==> config.mk <==
export PLATFORM = sky130hd
export DESIGN_NAME = apb_bridge_nslave
export DESIGN_NICKNAME = d
export VERILOG_FILES = /design/src/rtl/apb_pkg.sv /design/src/rtl/apb_addr_decode.sv /design/src/rtl/apb_bridge_nslave.sv
export SDC_FILE = /design/constraint.sdc
export NUM_CORES = 1
export LEC_CHECK = 0
export CAP_MARGIN = 10
export CORE_AREA = 5 5 117 119
export DETAILED_ROUTE_END_ITERATION = 7
export DIE_AREA = 0 0 122 124
export DONT_BUFFER_PORTS = 1
export PLACE_DENSITY = 0.61
export RECOVER_POWER = 100
export SLEW_MARGIN = 20
export SYNTH_ARGS = -nofsm -noshare
export SYNTH_HDL_FRONTEND = slang
export SYNTH_SLANG_ARGS = --single-unit
==> constraint.sdc <==
create_clock -name pclk -period 1.45 [get_ports pclk]
set_input_delay 0.435 -clock pclk [delete_from_list [all_inputs] [get_ports pclk]]
set_output_delay 0.435 -clock pclk [all_outputs]
set_load 0.01 [all_outputs]
==> run_1/clock_nets.png <==
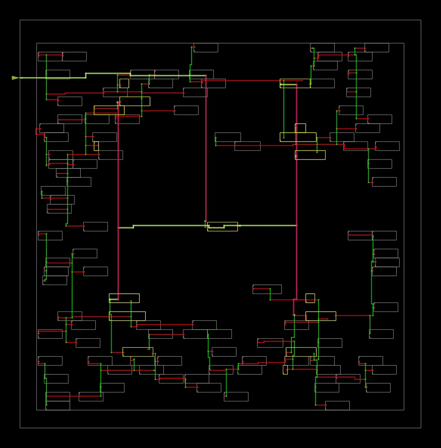
Clock Sinks: 101
clock buffer count: 11
Num CTS Buffers: 9

==> run_1/sizing.png <==
Scale: 4 px per um.
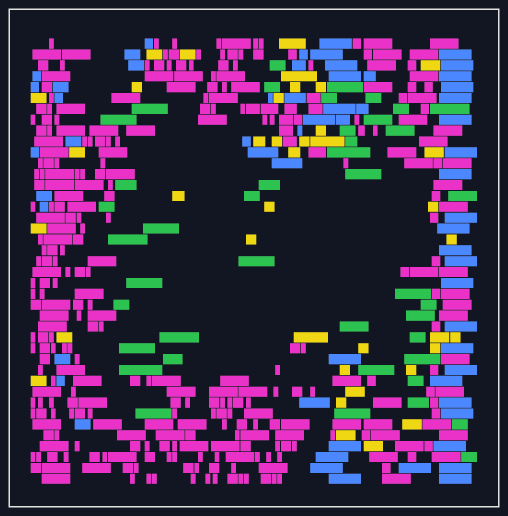
Yellow shows x3 and x4, cells 38, share 8.4%. Magenta shows x1 and smaller, cells 315, share 69%. Blue shows x2, cells 60, share 13%. Green shows x6 and larger, cells 42, share 9.2%.
Buffers excl. clock: 45
post-route design area: 5560 um^2
worst setup margin: -0.217 ns
Area Overhead vs Synth: 27.3%

==> run_1/ff_map.png <==
Scale: 3 px per um. Other sequential cells in the stronger grey, the rest of the logic in the fainter grey.
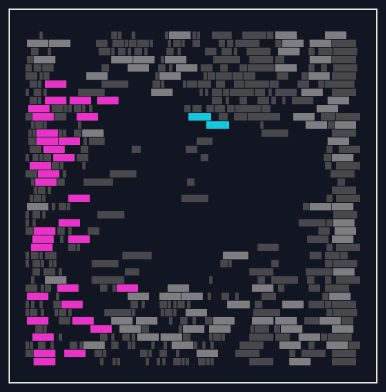
Magenta shows `pwdata`, sequential cells 32, where a column on the left. Cyan shows `state`, sequential cells 2.
Another 67 sequential cells are not coloured.
Register Area: 2030 um^2
sequential power: 3.14 mW

==> run_1/route_heat.png <==
Scale: 3 px per um. 24 x 25 tiles, from black (low) to pale yellow (high), scaled to the fullest tile. Values are wire area over tile area, all layers added.
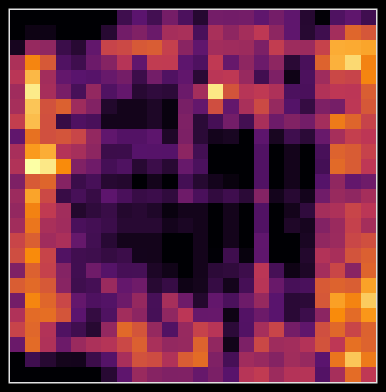
The densest ninth of the die: bottom right. 8.8% of the tiles are nearly empty. The fullest tile reaches 0.51.
vias: 3250
average wire per standard cell: 23.2 um
drt total wl: 14.5 mm

==> GITHUB_STEP_SUMMARY <==
## Synthesis and layout report

| Metric | Value |
|---|---|
| Top FF cell, synth | `dfxtp_1` |
| DIE WIDTH | `122 um` |
| Placement-stage cell area | `4640 um^2` |
| Final setup viols | `39` |
| Flop2flop setup slack | `-0.22 ns` |
| R2R depth | `5` |
| CTS tree | `yes` |
| Logic area | `2370 um^2` |
| Clock share of power | `0.373` |
| Post-layout min period | `1.67 ns` |
| Max power group | `sequential cells` |
| Maximum vdd drop | `0.000661 V` |
| H-tree depth | `3` |
| Share of layout cells above drive strength 1 | `0.308` |
| Worst EP arrival | `1.90 ns` |
| Die H | `124 um` |
| Place WS | `-0.0905 ns` |
| Row cnt | `41` |
| FF+latch count, synth | `101` |
| # Taps | `172` |
| Most common cell in the netlist | `nand2_1` |
| Combinational Gates | `289` |
| Filler instances | `1191` |
| Clk latency late pin | `0.34 ns` |
| Core area | `12500 um^2` |
| Layout clock area frac | `0.0570` |
| WHS | `0.209 ns` |
| Worst slew margin | `0.767` |
| Non-clk buf share | `0.110` |
| Total track usage | `0.162` |
| First-pass GRT wire length | `18.4 mm` |
| RSZ-0062 raised after global routing | `yes` |
| Port bufs | `0` |
| Hold Path Depth | `2` |
| Yosys chip area | `4370 um^2` |
| OpenROAD warning count | `32` |
| Initial antenna violation count | `0` |
| Status | `finished, violations left` |
| Non-Filler Instances | `627` |
| Seq area share | `0.365` |
| Post-layout power | `6.89 mW` |
| Drt initial violations | `128` |
| # hold bufs at CTS | `0` |
| Non-clk invs | `4` |
| Initial Utilization | `0.350` |
| Max_cap viols | `0` |
| Post-Syn Nets | `635` |
| Post-detail-place hpwl | `9.63 mm` |
| Startpoint types | `register` |
| CTS clk-pin slew, worst paths | `0.07 ns` |
| Slew of the pin with the lowest slew margin | `0.349 ns` |
| Sequential Power Share | `0.455` |
| Hold Violations, Final | `0` |
| N_diodes | `0` |
| Max-area cell class | `combinational gates` |
| Net Sw Power | `1.77 mW` |
| Final global-route overflow total | `0` |
| Largest cells by area after synthesis | `dfxtp_1 (46%), mux4_2 (18%), nand2_1 (12%), a21boi_0 (11%), nor2b_1 (4.7%)` |
| Cell Pwr Density | `1240 nW/um^2` |
| P_clk | `2.57 mW` |
| Worst Hold Class | `primary input to register` |
| Total Nets Final | `658` |
| Violated checks | `setup timing` |
| RePlAce Congestion | `0.770` |
| Crit end category | `register` |
| Sum Neg Setup Slack | `-7.48 ns` |
| Max Fclk | `600 MHz` |
| Cell Area, Synth | `4370 um^2` |
| DR vias/cell | `5.18` |
| Crit path required time | `1.69 ns` |
| Clk buf depth | `2` |
| Yosys cell count | `427` |
| Worst Skew | `0.00653 ns` |
| Critical path fanouts, max | `7` |
| Leak | `2.09 nW` |
| Die area | `15100 um^2` |
| Layout Utilization | `0.446` |
| Combinational cell power | `1.19 mW` |
| DRT antenna net count | `0` |
| Async SR Flop Fraction | `0` |
| Seq cells | `101` |
| EDFF count, synth | `0` |
| Vias in the first global route | `3243` |
| Share of the synthesized area in the top cell type | `0.463` |
| Final worst path period share | `1.15` |
| Combinational share of cell area | `0.426` |
| Area leader, netlist | `dfxtp_1` |
| Post-Synthesis Cells | `427` |
| Syn_area_per_cell | `10.2 um^2` |
| Ys Warns | `0` |
| Sequential cell area fraction in the yosys report | `0.463` |
| Power share of the combinational group | `0.172` |
| Pint | `5.12 mW` |
| Post-placement cell count | `587` |
| Sw frac | `0.257` |
| Slew Viols, Final | `0` |
| Post-synthesis cell type count | `24` |
| # IOs | `309` |
| Largest net degree at the start of global routing | `72` |
| Root Driver | `clkbuf_16` |
| Worst setup margin | `-0.217 ns` |
| Post-synth top cells | `nand2_1 (136), dfxtp_1 (101), a21boi_0 (65)` |
| DR DRC count | `0` |
| Critical Setup Path Class | `register to register` |
| Initial DRT Pass Iterations | `4` |
run 1: cell usage in the layout, fill, tap and decap left out, types with 2 or more instances in the layout:
master	synthesis	final
nand2_1	136	121
dfxtp_1	101	97
a21boi_1	0	35
mux4_2	34	34
nor2b_1	33	24
a21boi_0	65	23
buf_6	3	14
buf_4	2	14
clkbuf_16	0	13
nand2_2	0	8
nand2_4	0	7
a21boi_2	0	7
nor2b_4	0	7
buf_12	0	5
and2_4	0	3
mux2i_1	3	3
buf_16	0	3
buf_8	0	3
dfxtp_2	0	3
inv_2	0	2
inv_1	4	2
nor2b_2	0	2
ha_1	4	2
bufinv_16	0	2
clkbuf_1	15	2
clkinvlp_4	0	2
run 1: repair_timing:
item | 4_1_cts | 5_1_grt
setup buffers | 12 | 1
endpoints found under the setup margin | 105 | 94
resized | 33 | 103
cloned | 3 | 10
endpoints found under the hold margin | 0 | 0
pin swaps | 3 | 24
run 1: cell families after synthesis:
family / share of synthesized area
multiplexers: 0.182
adder cells (fa/ha/maj): 0.0115
AND-OR/OR-AND: 0.122
AND/OR/NAND/NOR: 0.178
buffers and inverters: 0.0436
flip-flops: 0.463
run 1: critical path, cell delays in order, from the launching register on:
cell and delay [ns]:
dfxtp_2 0.44, buf_6 0.13, mux4_2 0.54, nand4b_4 0.22, clkbuf_16 0.19, nor2b_1 0.04
run 1: routing by layer:
| metal | up-vias | track usage | part of all wire |
|---|---|---|---|
| li1 | 1492 | - | - |
| met1 | 1538 | 0.164 | 0.34 |
| met2 | 205 | 0.295 | 0.53 |
| met3 | 15 | 0.0713 | 0.11 |
| met4 | 0 | 0.0630 | 0.015 |
| met5 | - | 0 | 0 |
Power is estimated from default activity; no workload was simulated.
